placed.png
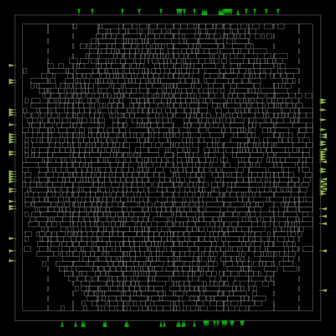
port_trees.png
Scale: 3 px per um.
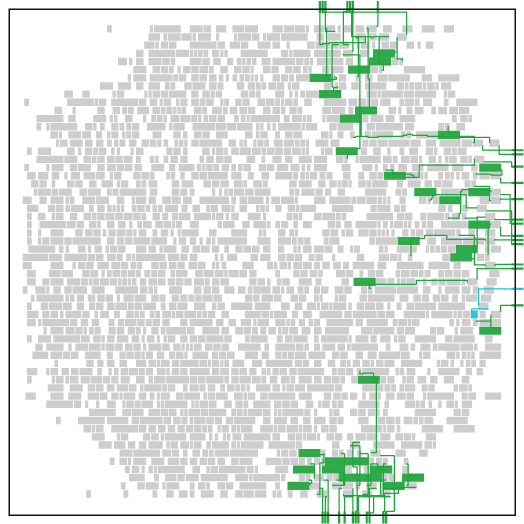
ff_map.png
Scale: 1.5 px per um. Other sequential cells in the stronger grey, the rest of the logic in the fainter grey.
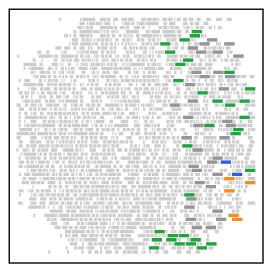
clock_wires.png
Scale: 1.5 px per um.
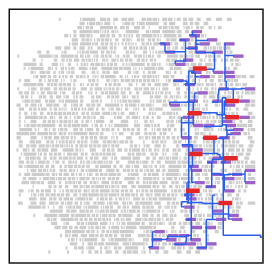
class_map.png
Scale: 1.5 px per um.
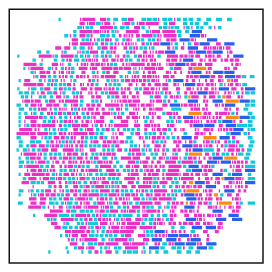
==> config.mk <==
export PLATFORM = sky130hd
export DESIGN_NAME = alu_exec_unit
export DESIGN_NICKNAME = d
export VERILOG_FILES = /design/src/rtl/alu_pkg.sv /design/src/rtl/alu_iter_shifter.sv /design/src/rtl/alu_exec_unit.sv
export SDC_FILE = /design/constraint.sdc
export NUM_CORES = 1
export LEC_CHECK = 0
export CORE_MARGIN = 4
export CORE_UTILIZATION = 40
export CTS_CLUSTER_SIZE = 16
export DETAILED_ROUTE_END_ITERATION = 16
export GPL_ROUTABILITY_DRIVEN = 0
export SYNTH_ARGS = -nofsm -noshare
export SYNTH_HDL_FRONTEND = slang
export SYNTH_SLANG_ARGS = --single-unit
==> constraint.sdc <==
create_clock -name clk -period 3.9 [get_ports clk]
set_clock_uncertainty 0.05 [all_clocks]
set_input_delay 1.17 -clock clk [delete_from_list [all_inputs] [get_ports clk]]
set_output_delay 1.17 -clock clk [all_outputs]
set_load 0.01 [all_outputs]
==> run summary <==
Numbers from the implementation run.

The post-synthesis compound-gate area fraction is 0.379. The kind of path behind the tightest hold check is reg2reg. On the critical path, the stage with the largest delay is an instance of sky130_fd_sc_hd__or4_4. Detailed placement finished with a half-perimeter wire length of around 35000 um. The first global-routing pass estimated between 70000 and 80000 um of wire. Of the available clock period, the critical path in the final layout requires 1.02. The total length of routed wires is roughly 46000 um. The cell total in the yosys stat output is 1449. Setup repair after global routing could not meet its margin everywhere. The final setup violation count is 1. Per the power-grid run, VDD falls by no more than 792 uV. The registers of the reported paths see a clock transition of about 60 ps.

The final reports fail on setup timing. The initial antenna violation count is 0. The detailed-routing wirelength on met1 is roughly 19000 um. The final worst setup slack is -87.8 ps. Per the final layout report, the fraction of cells sized above drive strength 1 comes to 0.412. In the synthesized netlist, the cells that appear most often are sky130_fd_sc_hd__a21oi_1 (135), sky130_fd_sc_hd__nand2_1 (133), sky130_fd_sc_hd__ha_1 (115), sky130_fd_sc_hd__nor2_1 (115), sky130_fd_sc_hd__inv_1 (102). After synthesis, the largest family of logic cells by area is AND-OR/OR-AND gates. The run finished, with violations left. Counting endpoints that fail hold in the final report gives 0. The routing usage on met1 is 0.414.

Hold analysis shows the worst path with a depth of 2. CTS added clock buffers totalling 9. Walking the worst path, the cells encountered are buf_12, ha_4, fa_2, a211oi_4, o21bai_4, a31oi_4, o21ai_4, a31oi_4, o31ai_4, a21oi_2, o31a_1, o2111ai_2, or4_4, o22ai_2. Along the critical path, the tally of buffer and inverter instances is 1.

The largest net degree at the start of global routing is about 74. Of all flip-flops after synthesis, the portion carrying an async set or reset was 0. Of the total power, combinational logic draws 0.614.

Counting flops and latches in the post-synthesis netlist gives ~75. The chip area is ~0.028 sq mm. The routed design could run at a clock period as short as roughly 4000 ps. Per Yosys stat, the portion of area used by sequential elements is 0.146.
Back to the opening pictures, placed.png:
total number of tap cells: 330
Rows: 58

Back to the opening pictures, port_trees.png:
[result] green | bits: 32 | direction: output | end cells: 32 | wire: 1080 um
[out_ready] cyan | bits: 1 | direction: input | end cells: 1 | wire: 24.9 um
# IOs: 108
port buffer count: 107

Back to the opening pictures, ff_map.png:
[state_q] blue | flops: 2
[u_shifter.count_q] orange | flops: 5 | where: south-east
[result] green | flops: 32
sequential group power: 0.996 mW
sequential cell area in the final layout: 0.00150 sq mm
register fraction of the total cell area: 0.0893

Back to the opening pictures, clock_wires.png:
[flip-flops] purple | count: 75
[clock wires] blue | length: 1020 um
[clock-net drivers] red | count: 9
flops lie: a vertical strip on the right
clock network fraction of total power: 0.168
clock latency of the later-clocked register in the worst-skew pair: 340 ps
total clock network power: 0.770 mW

Back to the opening pictures, class_map.png:
[clock drivers and dummy loads] orange | cells: 16
[registers] blue | cells: 75
[remaining buffers and delay cells] cyan | cells: 592
[remaining logic cells] magenta | cells: 1273
Placeable Area: 0.0252 sq mm
Core Util, Final: 0.668
cell area after layout: 0.0168 sq mm

## layout by cell type, fill, tap and decap left out, types with 12 or more instances in the layout
cell                              instances
sky130_fd_sc_hd__buf_2                   13
sky130_fd_sc_hd__clkdlybuf4s50_1         53
sky130_fd_sc_hd__o211ai_1                37
sky130_fd_sc_hd__nand2b_1                16
sky130_fd_sc_hd__a211o_1                 13
sky130_fd_sc_hd__a211oi_1                29
sky130_fd_sc_hd__nor3_1                  23
sky130_fd_sc_hd__ha_4                    37
sky130_fd_sc_hd__a21oi_1                111
sky130_fd_sc_hd__dfxtp_1                 75
sky130_fd_sc_hd__nor2b_1                 41
sky130_fd_sc_hd__a21oi_2                 20
sky130_fd_sc_hd__buf_4                  457
sky130_fd_sc_hd__inv_2                   48
sky130_fd_sc_hd__a211oi_2                12
sky130_fd_sc_hd__o22a_1                  27
sky130_fd_sc_hd__and2_1                  15
sky130_fd_sc_hd__and3_1                  14
sky130_fd_sc_hd__buf_6                   27
sky130_fd_sc_hd__nand4_1                 20
sky130_fd_sc_hd__inv_1                   50
sky130_fd_sc_hd__nand2_1                128
sky130_fd_sc_hd__o21ai_0                 71
sky130_fd_sc_hd__dlygate4sd2_1           13
sky130_fd_sc_hd__o211a_1                 30
sky130_fd_sc_hd__nand3_1                 25
sky130_fd_sc_hd__nor2_1                 105
sky130_fd_sc_hd__nor4_1                  12
sky130_fd_sc_hd__ha_1                    72
sky130_fd_sc_hd__clkbuf_2                14
## area by class of cell
class | instances | area, sq um | area share
Sequential cell | 75 | 1500 | 0.0893
Clock buffer | 10 | 229 | 0.0136
Multi-Input combinational cell | 1171 | 9490 | 0.564
Inverter | 102 | 398 | 0.0237
Clock inverter | 6 | 42.5 | 0.00253
Timing Repair Buffer | 592 | 4750 | 0.282
Tap cell | 330 | 413 | 0.0246
Power and IR drop assume default switching activity.
